<file path="config.mk">
export PLATFORM = sky130hd
export DESIGN_NAME = qkv_fetch_scheduler
export DESIGN_NICKNAME = d
export VERILOG_FILES = /design/src/rtl/qkv_pkg.sv /design/src/rtl/pingpong_slot_tracker.sv /design/src/rtl/qkv_fetch_scheduler.sv
export SDC_FILE = /design/constraint.sdc
export NUM_CORES = 1
export LEC_CHECK = 0
export CAP_MARGIN = 15
export CORE_ASPECT_RATIO = 0.9
export CORE_MARGIN = 1
export CORE_UTILIZATION = 55
export DETAILED_ROUTE_END_ITERATION = 16
export PLACE_DENSITY_LB_ADDON = 0.15
export SLEW_MARGIN = 20
export SYNTH_ARGS = -nofsm -noshare
export SYNTH_HDL_FRONTEND = slang
export SYNTH_SLANG_ARGS = --single-unit
</file>
<file path="constraint.sdc">
create_clock -name clk_i -period 4.1 [get_ports clk_i]
set_clock_uncertainty 0.1 [all_clocks]
set_input_delay 0.82 -clock clk_i [delete_from_list [all_inputs] [get_ports clk_i]]
set_output_delay 0.82 -clock clk_i [all_outputs]
set_load 0.02 [all_outputs]
</file>
<file path="src/rtl/qkv_pkg.sv">
// Shared types for the Q/K/V fetch scheduler: FSM states, matrix
// select codes, slot index type and matrix-walk helpers.
package qkv_pkg;

    typedef enum logic [2:0] {
        IDLE,
        RST_ADDR,
        WAIT_SLOT,
        ISSUE,
        WAIT_DONE,
        FINISH
    } state_e;

    typedef logic slot_idx_t;

    localparam logic [2:0] SEL_Q = 3'd0;
    localparam logic [2:0] SEL_K = 3'd1;
    localparam logic [2:0] SEL_V = 3'd2;

    // Lowest set mask bit at or above 'from'; result is {found, idx}.
    // from == 3 naturally yields "not found".
    function automatic logic [2:0] pick_mat(
        input logic [2:0] mask,
        input logic [1:0] from
    );
        logic [2:0] r;
        r = 3'b000;
        for (int i = 2; i >= 0; i--) begin
            if (mask[i] && (i >= int'(from))) begin
                r = {1'b1, 2'(i)};
            end
        end
        return r;
    endfunction

    function automatic logic [2:0] sel_code(input logic [1:0] ptr);
        logic [2:0] c;
        case (ptr)
            2'd0:    c = SEL_Q;
            2'd1:    c = SEL_K;
            default: c = SEL_V;
        endcase
        return c;
    endfunction

endpackage

</file>
<file path="src/rtl/pingpong_slot_tracker.sv">
// Occupancy of the two ping-pong consumer slots.
// Ports: clk_i/rst_i, abort_i clears all, set_i/set_idx_i marks a
// slot full, clr_i/clr_idx_i frees a slot, full_o per-slot state.
module pingpong_slot_tracker
    import qkv_pkg::*;
(
    input  logic       clk_i,
    input  logic       rst_i,
    input  logic       abort_i,
    input  logic       set_i,
    input  slot_idx_t  set_idx_i,
    input  logic       clr_i,
    input  slot_idx_t  clr_idx_i,
    output logic [1:0] full_o
);

    logic [1:0] full_q;
    logic [1:0] full_d;

    // Set is applied after clear so a same-slot collision ends full;
    // clearing an already empty slot is a no-op.
    always_comb begin
        full_d = full_q;
        if (clr_i) full_d[clr_idx_i] = 1'b0;
        if (set_i) full_d[set_idx_i] = 1'b1;
    end

    always_ff @(posedge clk_i) begin
        if (rst_i) begin
            full_q <= '0;
        end else if (abort_i) begin
            full_q <= '0;
        end else begin
            full_q <= full_d;
        end
    end

    assign full_o = full_q;

endmodule

</file>
<file path="src/rtl/qkv_fetch_scheduler.sv">
// Walks Q->K->V tile fetches into two ping-pong slots.
// Ports: start/abort/config from the layer controller, fetch_done/busy
// from the fetch engine, slot releases from the consumer; drives the
// fetch controls, tile_valid/slot status, busy and done.
module qkv_fetch_scheduler
    import qkv_pkg::*;
#(
    parameter int TILE_CNT_W = 8
) (
    input  logic                  clk_i,
    input  logic                  rst_i,
    input  logic                  start_i,
    input  logic                  abort_i,
    input  logic [2:0]            mat_mask_i,
    input  logic [TILE_CNT_W-1:0] num_tiles_i,
    input  logic                  fetch_done_i,
    input  logic                  fetch_busy_i,
    input  logic                  slot_release_i,
    input  logic                  slot_release_idx_i,
    output logic                  start_fetch_o,
    output logic                  reset_addr_counter_o,
    output logic [2:0]            buffer_select_o,
    output logic                  tiles_control_o,
    output logic                  double_buffering_o,
    output logic                  tile_valid_o,
    output logic                  tile_slot_o,
    output logic [1:0]            slot_full_o,
    output logic                  busy_o,
    output logic                  done_o
);

    localparam logic [TILE_CNT_W-1:0] ONE = TILE_CNT_W'(1);

    state_e                state_q;
    logic [2:0]            mask_q;
    logic [1:0]            mat_ptr_q;
    logic [TILE_CNT_W-1:0] tile_idx_q;
    logic [TILE_CNT_W-1:0] last_idx_q;
    slot_idx_t             wr_slot_q;
    slot_idx_t             tile_slot_q;
    logic [2:0]            sel_q;
    logic                  start_fetch_q;
    logic                  rst_addr_q;
    logic                  tile_valid_q;
    logic                  busy_q;
    logic                  done_q;

    logic [1:0] slot_full;
    logic [2:0] first_mat;
    logic [2:0] next_mat;
    logic       tile_set;

    assign first_mat = pick_mat(mat_mask_i, 2'd0);
    assign next_mat  = pick_mat(mask_q, mat_ptr_q + 2'd1);
    assign tile_set  = (state_q == WAIT_DONE) && fetch_done_i;

    pingpong_slot_tracker u_slots (
        .clk_i     (clk_i),
        .rst_i     (rst_i),
        .abort_i   (abort_i),
        .set_i     (tile_set),
        .set_idx_i (wr_slot_q),
        .clr_i     (slot_release_i),
        .clr_idx_i (slot_release_idx_i),
        .full_o    (slot_full)
    );

    always_ff @(posedge clk_i) begin
        if (rst_i) begin
            state_q       <= IDLE;
            mask_q        <= '0;
            mat_ptr_q     <= '0;
            tile_idx_q    <= '0;
            last_idx_q    <= '0;
            wr_slot_q     <= 1'b0;
            tile_slot_q   <= 1'b0;
            sel_q         <= '0;
            start_fetch_q <= 1'b0;
            rst_addr_q    <= 1'b0;
            tile_valid_q  <= 1'b0;
            busy_q        <= 1'b0;
            done_q        <= 1'b0;
        end else if (abort_i) begin
            state_q       <= IDLE;
            tile_idx_q    <= '0;
            wr_slot_q     <= 1'b0;
            start_fetch_q <= 1'b0;
            rst_addr_q    <= 1'b0;
            tile_valid_q  <= 1'b0;
            busy_q        <= 1'b0;
            done_q        <= 1'b0;
        end else begin
            start_fetch_q <= 1'b0;
            rst_addr_q    <= 1'b0;
            tile_valid_q  <= 1'b0;
            done_q        <= 1'b0;
            case (state_q)
                IDLE: begin
                    if (start_i) begin
                        busy_q <= 1'b1;
                        if (first_mat[2]) begin
                            mask_q     <= mat_mask_i;
                            last_idx_q <= (num_tiles_i == '0) ? '0
                                          : num_tiles_i - ONE;
                            mat_ptr_q  <= first_mat[1:0];
                            tile_idx_q <= '0;
                            sel_q      <= sel_code(first_mat[1:0]);
                            rst_addr_q <= 1'b1;
                            state_q    <= RST_ADDR;
                        end else begin
                            state_q <= FINISH;
                        end
                    end
                end
                RST_ADDR: state_q <= WAIT_SLOT;
                WAIT_SLOT: begin
                    if (!slot_full[wr_slot_q] && !fetch_busy_i) begin
                        start_fetch_q <= 1'b1;
                        state_q       <= ISSUE;
                    end
                end
                ISSUE: state_q <= WAIT_DONE;
                WAIT_DONE: begin
                    if (fetch_done_i) begin
                        tile_valid_q <= 1'b1;
                        tile_slot_q  <= wr_slot_q;
                        wr_slot_q    <= ~wr_slot_q;
                        if (tile_idx_q < last_idx_q) begin
                            tile_idx_q <= tile_idx_q + ONE;
                            state_q    <= WAIT_SLOT;
                        end else if (next_mat[2]) begin
                            mat_ptr_q  <= next_mat[1:0];
                            tile_idx_q <= '0;
                            sel_q      <= sel_code(next_mat[1:0]);
                            rst_addr_q <= 1'b1;
                            state_q    <= RST_ADDR;
                        end else begin
                            state_q <= FINISH;
                        end
                    end
                end
                FINISH: begin
                    // done is registered off FINISH, so it lands
                    // as the FSM returns to IDLE.
                    done_q  <= 1'b1;
                    busy_q  <= 1'b0;
                    state_q <= IDLE;
                end
                default: state_q <= IDLE;
            endcase
        end
    end

    assign start_fetch_o        = start_fetch_q;
    assign reset_addr_counter_o = rst_addr_q;
    assign buffer_select_o      = sel_q;
    assign tiles_control_o      = tile_idx_q[0];
    assign double_buffering_o   = wr_slot_q;
    assign tile_valid_o         = tile_valid_q;
    assign tile_slot_o          = tile_slot_q;
    assign slot_full_o          = slot_full;
    assign busy_o               = busy_q;
    assign done_o               = done_q;

endmodule

</file>
==> results_slide.txt <==
Flow Results at a Glance

Run status
  – Status: finished clean

Worst hold path
  – HP Start: mask_q[2]
  – HP Class: reg2reg

Die
  – TAP cells: 44
  – Cell row count: 20
  – Die area: 3780 µm²
  – I/O Pins: 32
  – Starting Density: between 50% and 60%
  – Core ar.: roughly 3400 µm²
  – Vertical die size: roughly 60 µm

Placement
  – Placed cell area: 2250 µm²
  – Cells after DPL: 306
  – Hpwl dp: a little over 3000 µm
  – PortBufs: 30
  – Pre-CTS WS: 1.27 ns
  – Global placement routability congestion: roughly 0.83

Routing
  – DR iter-0 viols: 103
  – Antenna-violating nets left: 0
  – Vias: ~1.8k
  – Pre-Repair DR Iteration Count: 4
  – Metal-1 WL: 2040 µm
  – DRC violations left: 0
  – Wirelength per Cell: 12.7 µm
  – Metal3 WL: ~150 µm
  – Routed wire length: between 3000 and 4000 µm
  – Met2 WL: ~1700 µm

Global routing
  – Vias in the first global route: about 1.6k
  – Antenna violations before repair: 0
  – Met2 Use GR: 37.6%
  – Busiest grt layer: met2
  – Met3 GRT Util: ~4.7%
  – GRT Total Usage: about 24%
  – Pin count of the biggest net entering global routing: 19

Timing
  – Final hold slack: around 0.36 ns
  – Unrepaired setup endpoints after global routing: false
  – Hold Fails Final Rpt: 0
  – Max Slew Vio Count: 0
  – Relative slew slack: 46.5%
  – Fin crit period: between 2 and 3 ns
  – Final worst setup slack: 1.53 ns
  – F_max: roughly 390 MHz

Synth
  – Cell Area, Synth: 1950 µm²
  – Dominant cell type by area after synthesis: dfxtp_1
  – Most instantiated library cell after synthesis: dfxtp_1
  – Yosys Chip Area: ~1900 µm²
  – XORs/XNORs by Area: under 10%
  – Area share of the largest cell type after synthesis: a little over a third
  – Aoi share: a little over a fifth
  – Mapped Avg Cell Area: 8.12 µm²
  – Distinct cells, synth: approximately 45
  – Yosys cell count: between 200 and 250
  – And+or+nand+nor area frac: a little over a quarter
  – Cells after Synth: around 240
  – Post-synth EDFFs: 0
  – Seq share, synth: 34.9%
  – Ys Warns: 0

Cells and area
  – Data buffer area share: roughly an eighth
  – ClkCell Share: 3.39%
  – Multi-input gates: around 180
  – Non-CTS inverters: 16
  – # nets final: around 300
  – Comb/total area: between 40% and 50%
  – Non-Filler Instances: 313
  – ANT cells: 0
  – Post-Route Utilization: between 60% and 70%
  – Flop share of the area: 29.2%
  – Dominant class by area: multi-input combinational cells
  – Logic area: roughly 1100 µm²

CTS
  – H-tree levels: 2
  – Clock slew at reported path FFs: around 0.070 ns
  – CTS tree: built
  – Num CTS Buffers: 5
  – Postcts setup bufs: 0
  – Root Driver: clkbuf_8
  – Post-CTS sizing: 0

Critical path
  – Worst path max stage delay: approximately 0.46 ns
  – Worst Setup End Kind: register
  – Critical path origin: mat_mask_i[1]
  – Reg2Reg Launch Point: state_q[2]
  – Worst-path fanout max: 8
  – Critical path data arrival time: 2.66 ns
  – CP Buf/Inv Count: 1
  – Cell family with most CP delay: AND-OR/OR-AND gates
  – Worst Path Required: 4.19 ns
  – CP startpoint kind: input port

Power
  – Maximum VDD drop: 0.201 mV
  – Pwr Total: about 0.69 mW

Flow run
  – Max Cap Viol: 0
  – OpenROAD warning count: 27
[layout by cell type, fill, tap and decap left out, types with 2 or more instances in the layout]
master           Yosys  layout
a211oi_1             2       2
a21oi_1             15      15
a22oi_1              7       7
a311oi_1             4       4
and2_1               8       8
clkbuf_8             0       5
clkdlybuf4s50_1      0      30
clkinv_2             0       2
dfxtp_1             34      34
ha_1                11      11
inv_1               16      16
nand2_1             29      29
nand2b_1             5       5
nand3_1              7       7
nand3b_1             2       2
nand4_1              2       2
nor2_1              22      22
nor3_1               4       4
nor3_2               2       2
nor3b_1              2       2
nor4_1               7       7
nor4b_1              3       3
o21a_1               3       3
o21ai_0             17      17
o22ai_1              2       2
or2_2                3       3
or3_4                2       2
xnor2_1              2       2
xor2_1               5       5
[power breakdown]
group | switching, mW | internal [mW] | leakage, nW
clock network | 0.116 | 0.114 | 0.0438
logic | 0.0605 | 0.0525 | 0.513
registers | 0.00834 | 0.341 | 0.276
total | 0.185 | 0.507 | 0.833
[worst paths after layout]
path | slack, ns | cells past startpoint | endpoint
max | 1.53 | 6 | mat_ptr_q[1]
min | 0.36 | 2 | mask_q[2]
max reg2reg | 1.81 | 5 | reset_addr_counter_o
min reg2reg | 0.36 | 2 | mask_q[2]
[flip-flops by register name, indices dropped and copies added, names as in the netlist]
| name | count |
|---|---|
| buffer_select_o | 1 |
| busy_o | 1 |
| done_o | 1 |
| double_buffering_o | 1 |
| last_idx_q | 8 |
| mask_q | 3 |
| mat_ptr_q | 2 |
| reset_addr_counter_o | 1 |
| start_fetch_o | 1 |
| state_q | 3 |
| tile_idx_q | 8 |
| tile_slot_o | 1 |
| tile_valid_o | 1 |
| u_slots.full_o | 2 |
[worst min-delay path, stage by stage (launching register included)]
cell     delay [ns]
dfxtp_1        0.31
nand2_1        0.05
a21oi_1        0.05
==> images/layer_met1.png <==
The bar under the picture is 20 µm long. Supply wires on this layer in grey.
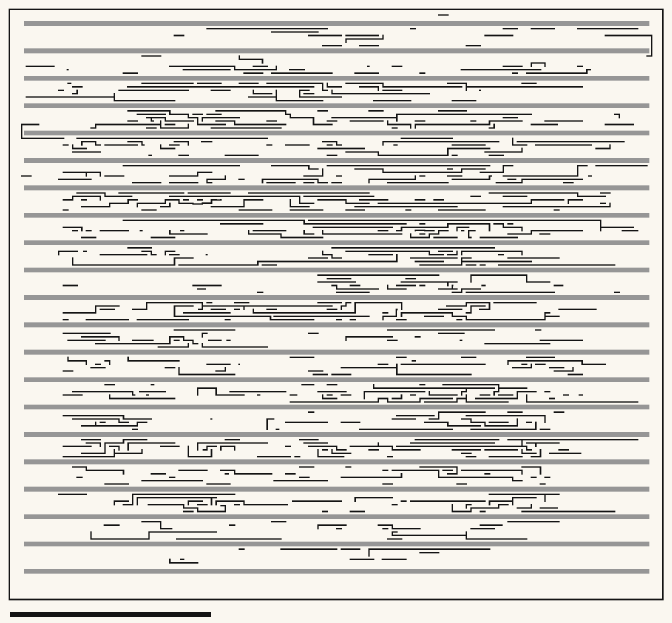
The longest straight run is 29.0 µm. The layer carries 2040 µm of wire. 271 nets have wire on it. The layer holds 51% of the routed length. The wires run mostly horizontal.

==> images/layer_met2.png <==
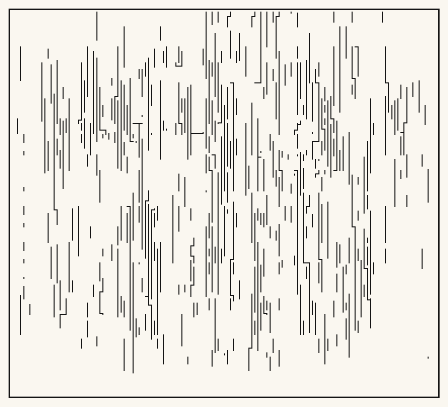
The layer carries 1710 µm of wire. 246 nets have wire on it.

==> images/layer_met3.png <==
The bar under the picture is 20 µm long. Cells faint in the background.
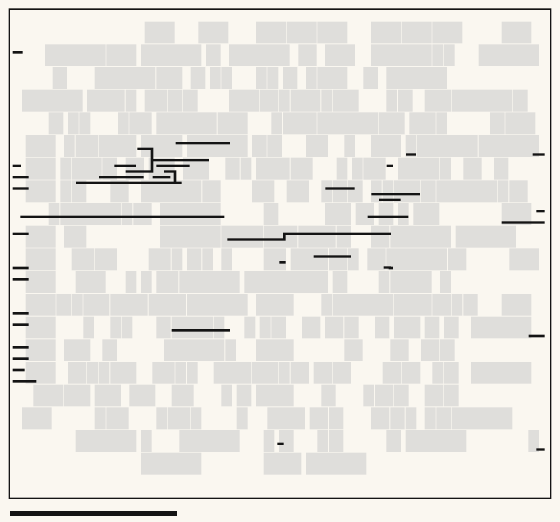
The longest straight run is 24.1 µm. The layer carries 149 µm of wire. The wires run mostly horizontal.

==> images/clocks.png <==
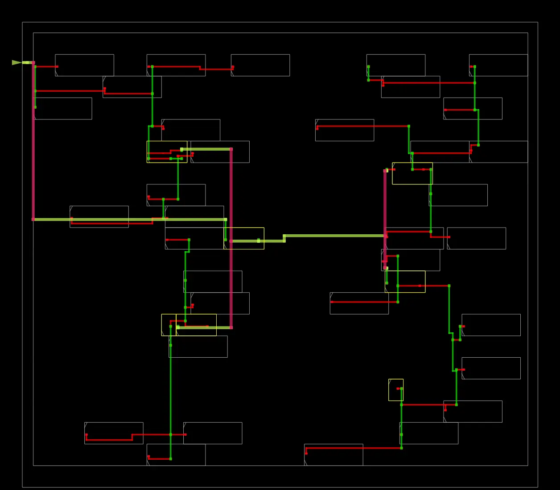
clk sinks: 34
Clock net power: 0.230 mW
clkbuf count: 5
seq_cells: 34
Clk Latency, worst-skew pair: 0.28 ns

Power figures rest on the tool's default switching activity, not on a simulated workload.
